==> images/layer_met1.png <==
Bar = 20 um. Supply wires on this layer in grey.
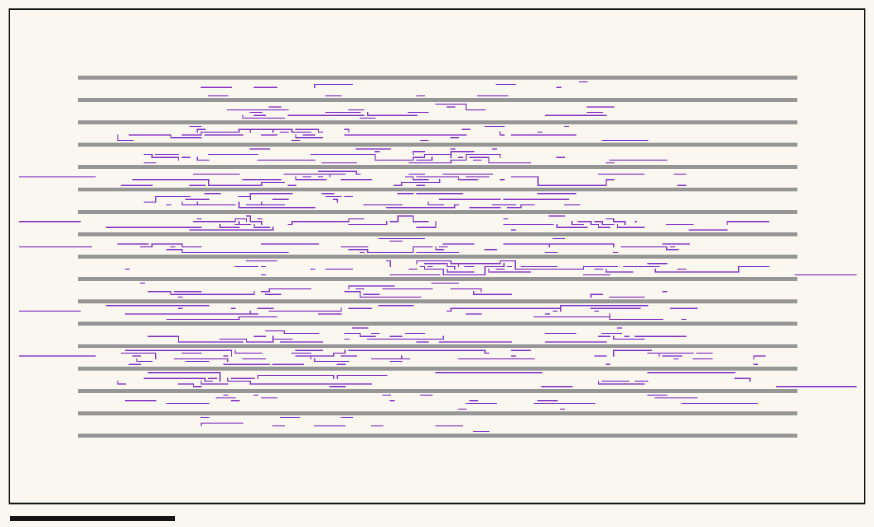
==> images/layer_met2.png <==
Cells faint in the background.
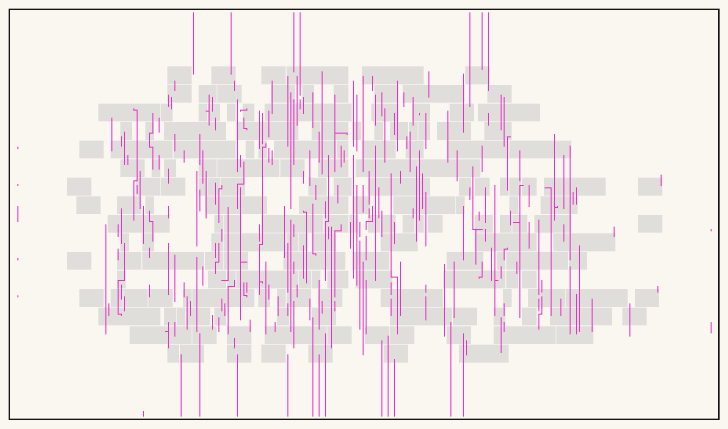
File: src/rtl/serial_adder.sv
// rtl/serial_adder.sv - bit-serial ripple adder, one full-adder slice, LSB first
// Result is {carry_out, sum} = a + b + c_in after WIDTH ADD edges.
module serial_adder #(
  parameter int WIDTH = 8
) (
  input  logic             clk,
  input  logic             rst_n,
  input  logic             start,
  input  logic [WIDTH-1:0] a,
  input  logic [WIDTH-1:0] b,
  input  logic             c_in,
  output logic             busy,
  output logic             done,
  output logic [WIDTH-1:0] sum,
  output logic             carry_out
);

  localparam int CW = $clog2(WIDTH) + 1;

  typedef enum logic [1:0] {
    IDLE = 2'd0,
    ADD  = 2'd1,
    DONE = 2'd2
  } state_t;

  state_t           r_state;
  logic [WIDTH-1:0] r_a;
  logic [WIDTH-1:0] r_b;
  logic [WIDTH-1:0] r_sh;
  logic             r_carry;
  logic [CW-1:0]    r_cnt;

  logic             w_bit;
  logic             w_carry;
  logic [WIDTH-1:0] w_sh_next;
  logic             w_last;

  assign w_bit     = r_a[0] ^ r_b[0] ^ r_carry;
  assign w_carry   = (r_a[0] & r_b[0]) | (r_a[0] & r_carry) | (r_carry & r_b[0]);
  // New bit enters at the MSB; written as a shift/or so WIDTH=1 needs no special case.
  assign w_sh_next = (r_sh >> 1) | (WIDTH'(w_bit) << (WIDTH - 1));
  assign w_last    = (r_cnt == CW'(WIDTH - 1));

  always_ff @(posedge clk or negedge rst_n) begin
    if (!rst_n) begin
      r_state   <= IDLE;
      r_a       <= '0;
      r_b       <= '0;
      r_sh      <= '0;
      r_carry   <= 1'b0;
      r_cnt     <= '0;
      busy      <= 1'b0;
      done      <= 1'b0;
      sum       <= '0;
      carry_out <= 1'b0;
    end else begin
      case (r_state)
        ADD: begin
          r_a     <= r_a >> 1;
          r_b     <= r_b >> 1;
          r_sh    <= w_sh_next;
          r_carry <= w_carry;
          r_cnt   <= r_cnt + 1'b1;
          if (w_last) begin
            sum       <= w_sh_next;
            carry_out <= w_carry;
            r_state   <= DONE;
            busy      <= 1'b0;
            done      <= 1'b1;
          end
        end
        default: begin
          if (start) begin
            r_a     <= a;
            r_b     <= b;
            r_carry <= c_in;
            r_sh    <= '0;
            r_cnt   <= '0;
            r_state <= ADD;
            busy    <= 1'b1;
          end else begin
            r_state <= IDLE;
            busy    <= 1'b0;
          end
          done <= 1'b0;
        end
      endcase
    end
  end

endmodule

File: config.mk
export PLATFORM = sky130hd
export DESIGN_NAME = serial_adder
export DESIGN_NICKNAME = d
export VERILOG_FILES = /design/src/rtl/serial_adder.sv
export SDC_FILE = /design/constraint.sdc
export NUM_CORES = 1
export LEC_CHECK = 0
export CAP_MARGIN = 0
export CORE_ASPECT_RATIO = 0.5
export CORE_MARGIN = 8
export CORE_UTILIZATION = 45
export CTS_BUF_LIST = sky130_fd_sc_hd__clkbuf_4
export CTS_CLUSTER_DIAMETER = 200
export CTS_CLUSTER_SIZE = 8
export DETAILED_ROUTE_END_ITERATION = 12
export PLACE_DENSITY = 0.7
export SLEW_MARGIN = 30
export SYNTH_ARGS = -nofsm -noshare
export SYNTH_HDL_FRONTEND = slang
export SYNTH_SLANG_ARGS = --single-unit
File: constraint.sdc
create_clock -name clk -period 1.85 [get_ports clk]
set_input_delay 0.185 -clock clk [delete_from_list [all_inputs] [get_ports clk]]
set_output_delay 0.185 -clock clk [all_outputs]
set_load 0.01 [all_outputs]
==> results.toml <==
# physical design summary
[drt]
routedWlPerCell_um = 12.82
antenna_left = 0
drc = 0
drt_iter0_markers = 28
dr.pass1.iters = 4

[final_timing]
maxSlewHeadroom_pct = 61.69
setup_viol = 0
clock_skew_ns = 0.009126
tightest_slew_ns = 0.5746
final_max_slew_viol_count = 0
max_freq_mhz = 676.5
setup_tns_ns = 0
hold_viol = 0
fin_crit_ns = 1.478
rsz0062_at_grt = "false"
finalCritPeriodShare_pct = 79.90
holdWs_ns = 0.3648

[synthesis]
xor_share_pct = 0.5051
syn_area_um2 = 1734
top_cells_by_count = "39 x dfrtp_1, 24 x nand2_1, 23 x o21ai_0"
synthSimpleGateAreaFrac_pct = 11.26
yosys_area_um2 = 1734
largest_area_cell = "dfrtp_1"
yosysWarnings = 0
synth-edff-count = 0
netlist_instances = 145
seq_area_frac_synth_pct = 56.28
avgSynthCellArea_um2 = 11.96
topCellsByArea = "dfrtp_1 56%, mux2i_1 10%, mux2_4 6.9%, o21ai_0 6.6%, nand2_1 5.2%"
numSynthFlops = 39
ys.flop_type = "dfrtp_1"
synthAoiAreaFrac_pct = 7.071
top_cell_area_share_pct = 56.28

[cells_and_area]
layout.cells.non_filler = 233
nonClkBufAreaFrac_pct = 16.53
logic_gate_count = 96
n_all_inverters = 0
comb_area_um2 = 693.2
comb_share_pct = 32.25
diodes = 0
syn2layout_area_growth_pct = 23.95
drive_gt1_share_pct = 15.08
seqCellArea_um2 = 975.9
final-clk-cell-share_pct = 2.678
clkbuf_count = 7
nFillCells = 331
buffers = 36
final_nets = 200
seq_cells = 39
largest_class = "flip-flops and latches"

[global_routing]
grt_max_degree = 31
grt_util_all_layers_pct = 10.30
antenna_found_initial = 0
use_met3_pct = 3.548
grt-ovfl-total = 0
grt-busiest-layer = "met2"
grt_pass1_vias = 1113

[die]
core_um2 = 3804
initCoreUtil_pct = 45.59
die_x_um = 103.8
die-area_um2 = 6217
die_h_um = 59.90
nWellTaps = 54

[clock_network]
cts-resized-gates = 0
clkLatencyLatePin_ns = 0.33
cts_htree_levels = 2
cts-root-buf = "clkbuf_4"
cts_buffer_depth = 2
numCtsBuffers = 5
hold_buffers = 1
cts_setup_buffers = 0
clk_pin_slew_worst_paths_ns = 0.11

[placed_design]
place_inst = 224

[critical_path]
cp-start-kind = "flop"
cp.arrival_ns = 1.29
crit_path_top_delay_cell = "clkdlybuf4s50_1"
cp.required_ns = 1.66
crit_path_max_incr_delay_ns = 0.56
endpoint_kind = "output pin"
path_depth = 1
critPathKind = "reg -> out"
path_max_fanout = 2
worst-r2r-cell-count = 3

[power]
p_leak_nw = 0.9953
ir_worst_vdd_mv = 0.4986
cellPowerDensity_nw_per_um2 = 1434

[run_status]
outcome = "complete, no violations"

[worst_hold_path]
hold_class = "in -> async"

[flow_run]
drv_cap = 0
warning_count = 26
-- layer_met1.png (at the start) --
wire length on this layer: 1430 um
longest straight run: 16.6 um
share of all routed wire: 48%
nets with wire on the layer: 180
via count: 1117
Routed WL: 2.988 mm
grt met1 use: 12.05%

-- layer_met2.png (at the start) --
longest straight run: 19.7 um
share of all routed wire: 47%
nets with wire on the layer: 165
grt met2 use: 17.03%

-- where the power goes --
| part | total [mW] | internal, mW | leakage (nW) | switching, mW |
|---|---|---|---|---|
| logic | 1.21 | 0.662 | 0.454 | 0.549 |
| registers | 1.44 | 1.21 | 0.505 | 0.221 |
| clock network | 0.435 | 0.178 | 0.0361 | 0.257 |
-- cell usage in the layout (no fill, tap or decap), types with 3 or more instances in the layout --
cell             count
mux2_2               3
mux2_4               8
nor2_1               4
dfrtp_1             39
mux2i_1             18
buf_4                4
clkbuf_4             7
clkdlybuf4s50_1     29
nand2_1             24
nand2b_1             8
o21ai_0             23
-- per-stage QoR --
| step | worst slack (ns) | cell area, um2 |
|---|---|---|
| 2_1_floorplan | 0.4036 | 1734 |
| 3_3_place_gp | 0.4443 | 2082 |
| 3_5_place_dp | 0.3968 | 2082 |
| 4_1_cts | 0.3348 | 2150 |
| 5_1_grt | 0.3040 | 2150 |
| 6_report | 0.3718 | 2150 |
-- per-layer routing --
metal | vias to the layer above | part of all wire, % | wire length [um]
met2 | 18 | 47 | 1391
met4 | 0 | 1.5 | 44
li1 | 557 | - | -
met3 | 4 | 4.1 | 122
met5 | - | 0 | 0
met1 | 538 | 48 | 1428
-- worst paths after layout --
| kind | endpoint | slack, ns | startpoint |
|---|---|---|---|
| setup / recovery | done | 0.37 | done |
| hold / removal | r_b[5] | 0.36 | rst_n |
| setup reg to reg | sum[4] | 0.38 | r_cnt[0] |
| hold reg to reg | r_b[1] | 0.49 | r_b[2] |
| max in group asynchronous | r_a[1] | 0.95 | rst_n |
| min in group clk | r_b[7] | 0.45 | b[7] |
-- sequential cells by signal, summed over array words and instances, names as in the netlist --
signal     flops
carry_out      1
done           1
r_a            8
r_b            8
r_carry        1
r_cnt          4
r_sh           7
r_state        1
sum            8
Power is estimated from default activity; no workload was simulated.
